==> config.mk <==
export PLATFORM = sky130hd
export DESIGN_NAME = snake_tile_renderer
export DESIGN_NICKNAME = d
export VERILOG_FILES = /design/src/rtl/snake_tile_renderer.sv
export SDC_FILE = /design/constraint.sdc
export NUM_CORES = 2
export LEC_CHECK = 0
export CORE_MARGIN = 3
export CORE_UTILIZATION = 40
export CTS_BUF_LIST = sky130_fd_sc_hd__clkbuf_8
export CTS_CLUSTER_SIZE = 40
export DETAILED_ROUTE_END_ITERATION = 6
export PLACE_DENSITY = 0.66
export SYNTH_ARGS = -nofsm -noshare
export SYNTH_HDL_FRONTEND = slang
export SYNTH_SLANG_ARGS = --single-unit
==> constraint.sdc <==
create_clock -name vga_clk -period 25.5 [get_ports vga_clk]
set_input_delay 5.1 -clock vga_clk [delete_from_list [all_inputs] [get_ports vga_clk]]
set_output_delay 5.1 -clock vga_clk [all_outputs]
set_load 0.01 [all_outputs]
Figure 1. Clock nets.
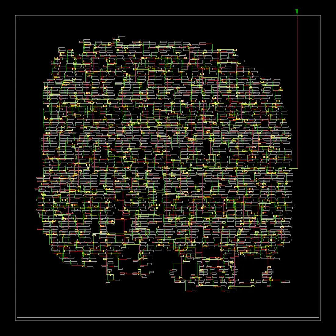
clock tree sinks: 2441
seq_cells: 2441
total CTS buffers: 398

Figure 2. I/O pins on the die edge.
Pins as bars across the die edge, other pins in gray.
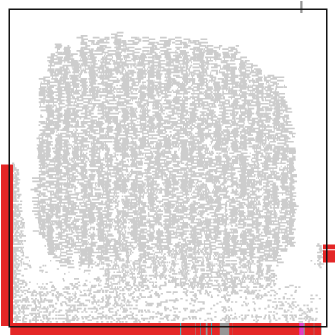
[magenta] spr_addr | pins: 11 | direction: output | edge: 10 south, 1 east
[cyan] row_addr | pins: 10 | direction: input | edge: south
[green] vga_rst | pins: 1 | direction: input | edge: south
[red] snakes | pins: 620 | direction: input | edge: 410 south, 194 west, 16 east
all pins by edge: 554 south, 194 west, 17 east, 1 north
Die X: 520 um
count of input and output buffers: 765

Figure 3. Sequential cells grouped by signal name.
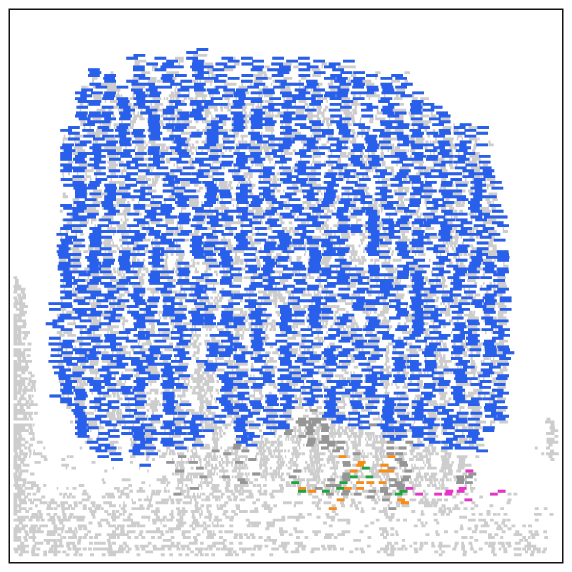
[orange] bg_addr | sequential cells: 19
[blue] r_map | sequential cells: 2304
[magenta] spr_addr | sequential cells: 11 | where: south-east
[green] r2_col | sequential cells: 10 | where: south
not colored: 97
end-of-flow core utilization: 47.4%
sequential power: 4.33 mW
Flop area: 72000 um2
flip-flop and latch share of the layout cell area: 57.8%

Figure 4. Clock network drawn from the DEF.
Bar = 200 um.
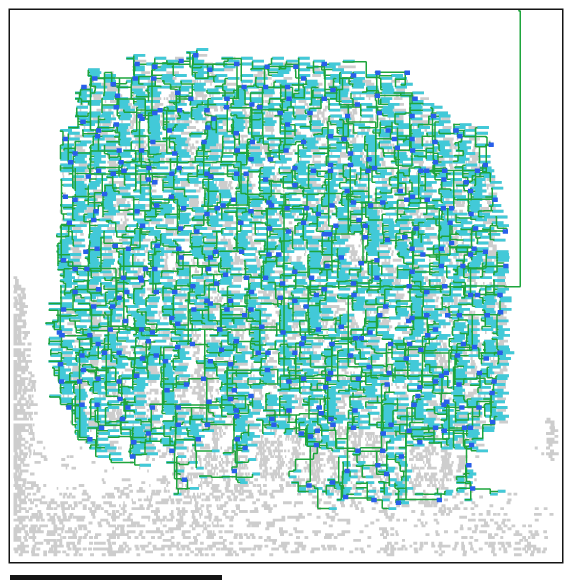
[green] clock wires | length: 29.2 mm
[blue] clock-net drivers | count: 398
[cyan] flip-flops | count: 2441
routed clock nets: 399
power share of the clock group: 39.2%
setup clock skew after layout: 0.0665 ns
clock latency of the later-clocked register in the worst-skew pair: 1.05 ns
clock network power: 3.13 mW

==> out/qor.tcl <==
set qor(timing.critical_path.to_type) {output pin}
set qor(grt_start_max_net_pins) 235
set qor(detailedPlacementHpwl_mm) 234
set qor(drt_iter0_drc) 8460
set qor(h-tree-depth) 5
set qor(synth.avg_cell_area_um2) 16.5
set qor(global_route.overflow_total) 0
set qor(tritoncts) {yes}
set qor(clkSlewWorstSetupHoldPaths_ns) 0.07
set qor(floorplan.core_area_um2) 263000
set qor(finish.net_count) 8011
set qor(most_common_cell) {edfxtp_1}
set qor(final_weighted_congestion_in_routability_driven_placement) 1.04
set qor(detailed_route_via_count) 64700
set qor(placement.cell_area_um2) 117000
set qor(timing.max_cap.violations) 0
set qor(outcome) {completed}
set qor(groute.usage.overall_pct) 25.3
set qor(warnings) 56
set qor(syn_nets) 7195
set qor(grt_pass1_vias) 64600
set qor(floorplan.io_pins) 766
set qor(edf_count) 2304
set qor(syn2layout_area_growth_pct) 17.7
set qor(postSynthRegisterBits) 2441
set qor(netlist.top_cell.by_area) {edfxtp_1}
set qor(comb_area_um2) 31800
set qor(routedWlPerCell_um) 31.6
set qor(hold_buffers) 0
set qor(synth-cells-yosys) 6396
set qor(cp.arrival_ns) 7.62
set qor(p_per_area_nw_per_um2) 64.2
set qor(maxClockFrequency_mhz) 78.6
set qor(post-synth-top-area-fraction_pct) 65.5
set qor(fill_cells) 22100
set qor(synth_cells) 6396
set qor(synth.cell_area_um2) 106000
set qor(ys.flop_type) {edfxtp_1}
set qor(total_count_of_hold_check_failures_in_the_final_report) 0
set qor(post-cts-setup-buffers) 0
set qor(first_pass_grt_wire_length_mm) 488
set qor(final.setup.tns_ns) 0
set qor(ys.warnings.count) 0
set qor(sum_of_internal_switching_and_leakage_power_mw) 7.98
set qor(worst-path-max-fanout) 12
set qor(cts-root-buf) {clkbuf_8}
set qor(totalWireLength_mm) 350
set qor(hold_path_depth) 1
set qor(critical_path_class) {input pin to output pin}
set qor(startpoint_type) {input pin}
set qor(initial_utilization_pct) 40.2
set qor(worst-slew-pin-transition_ns) 1.35
set qor(post_synth_most_frequent_cells) {2304 x edfxtp_1, 845 x nor2_1, 589 x mux4_2}
set qor(peakVddDrop_v) 0.0000555
set qor(largest_reg_flops) 2304
set qor(chipArea_um2) 270000
set qor(clock_path_buffers) 4
set qor(worst-endpoint-required_ns) 20.40
set qor(finalSetupViolCount) 0
set qor(grt_antenna_before_repair) 56
set qor(p_leak_nw) 41.7
set qor(drive_above_1_share_pct) 18.6
set qor(post-route-cell-area_um2) 124000
set qor(drt-pass1-iter-count) 5
set qor(post_cts_resize_count) 0
set qor(yosysSeqAreaShare_pct) 68.0
set qor(hold_path.class) {flip-flop to flip-flop}
set qor(synth.lib_cells_used.distinct) 88
set qor(finalMaxSlewViolations) 0
set qor(unrepaired_setup_endpoints_after_global_routing) {false}
set qor(antenna_left) 0
set qor(number_of_cells_on_the_worst_reg_to_reg_path) 13
set qor(topCellsByArea) {edfxtp_1 65%, mux4_2 13%, mux2i_1 3.9%, nor2_1 3.0%, dfxtp_1 2.6%}
set qor(reg2reg_slack_ns) 17.35
set qor(synth_chip_area_um2) 106000
set qor(min_period_over_period_pct) 49.9
set qor(drcViolationCount) 0
set qor(period_needed_ns) 12.72
set qor(placementRows) 188
set qor(avgViaCountPerCell) 5.85
set qor(async_reset_ff_share_pct) 0
set qor(relative_slew_slack_pct) 7.30
[stage by stage]
step                      hold WS [ns]  worst slack [ns]  cells
after floorplan                  0.368              1.72   6396
after global placement           0.414             12.87  10300
after detailed placement         0.418             12.92  10300
after CTS                        0.417             12.89  11000
after global routing             0.439             12.81  11100
final                            0.420             12.78  11100
[cell families (layout without fill, tap and decap cells)]
logic type	after synthesis	in the layout	synth area share [%]
XOR/XNOR	48	48	0.398
buffers and inverters	560	1669	2.23
AND/OR/NAND/NOR	1499	1499	6.50
adder cells (fa/ha/maj)	80	80	0.987
flip-flops	2441	2441	68.0
other	0	41	0
AND-OR/OR-AND	702	702	4.69
multiplexers	1066	1066	17.1
[critical path, cell delays in order]
cell and delay (ns):
clkdlybuf4s50_1 0.64, nand4_1 0.17, o31ai_2 0.26, buf_4 0.30, mux2i_1 0.12, a211oi_1 0.34, clkdlybuf4s50_1 0.67
[cells in the final DEF, fill, tap and decap left out, types with 98 or more instances in the layout]
| master | instances |
|---|---|
| mux4_2 | 589 |
| buf_4 | 137 |
| nand2_1 | 144 |
| inv_1 | 168 |
| clkdlybuf4s50_1 | 764 |
| dfxtp_1 | 127 |
| edfxtp_1 | 2304 |
| nor2_1 | 842 |
| clkbuf_8 | 409 |
| o22ai_1 | 108 |
| a21oi_1 | 98 |
| mux2i_1 | 410 |
[routing by layer]
metal	GRT usage (%)	share of wire (%)	vias up
met2	37.6	45	3485
li1	-	-	27100
met5	0.930	0.071	-
met4	6.72	2.5	38
met3	7.90	11	532
met1	36.2	42	33500
[cell type report]
| class | count | share of cell area (%) |
|---|---|---|
| Tap cell | 3515 | 3.53 |
| Clock inverter | 284 | 1.23 |
| Inverter | 69 | 0.208 |
| Antenna cell | 41 | 0.0824 |
| Multi-Input combinational cell | 3395 | 25.5 |
| Clock buffer | 409 | 4.52 |
| Sequential cell | 2441 | 57.8 |
| Timing Repair Buffer | 907 | 7.07 |
[power breakdown]
part	internal (mW)	switching, mW
registers	4.32	0.00988
logic	0.252	0.271
clock network	1.61	1.52
Power and IR drop assume default switching activity.
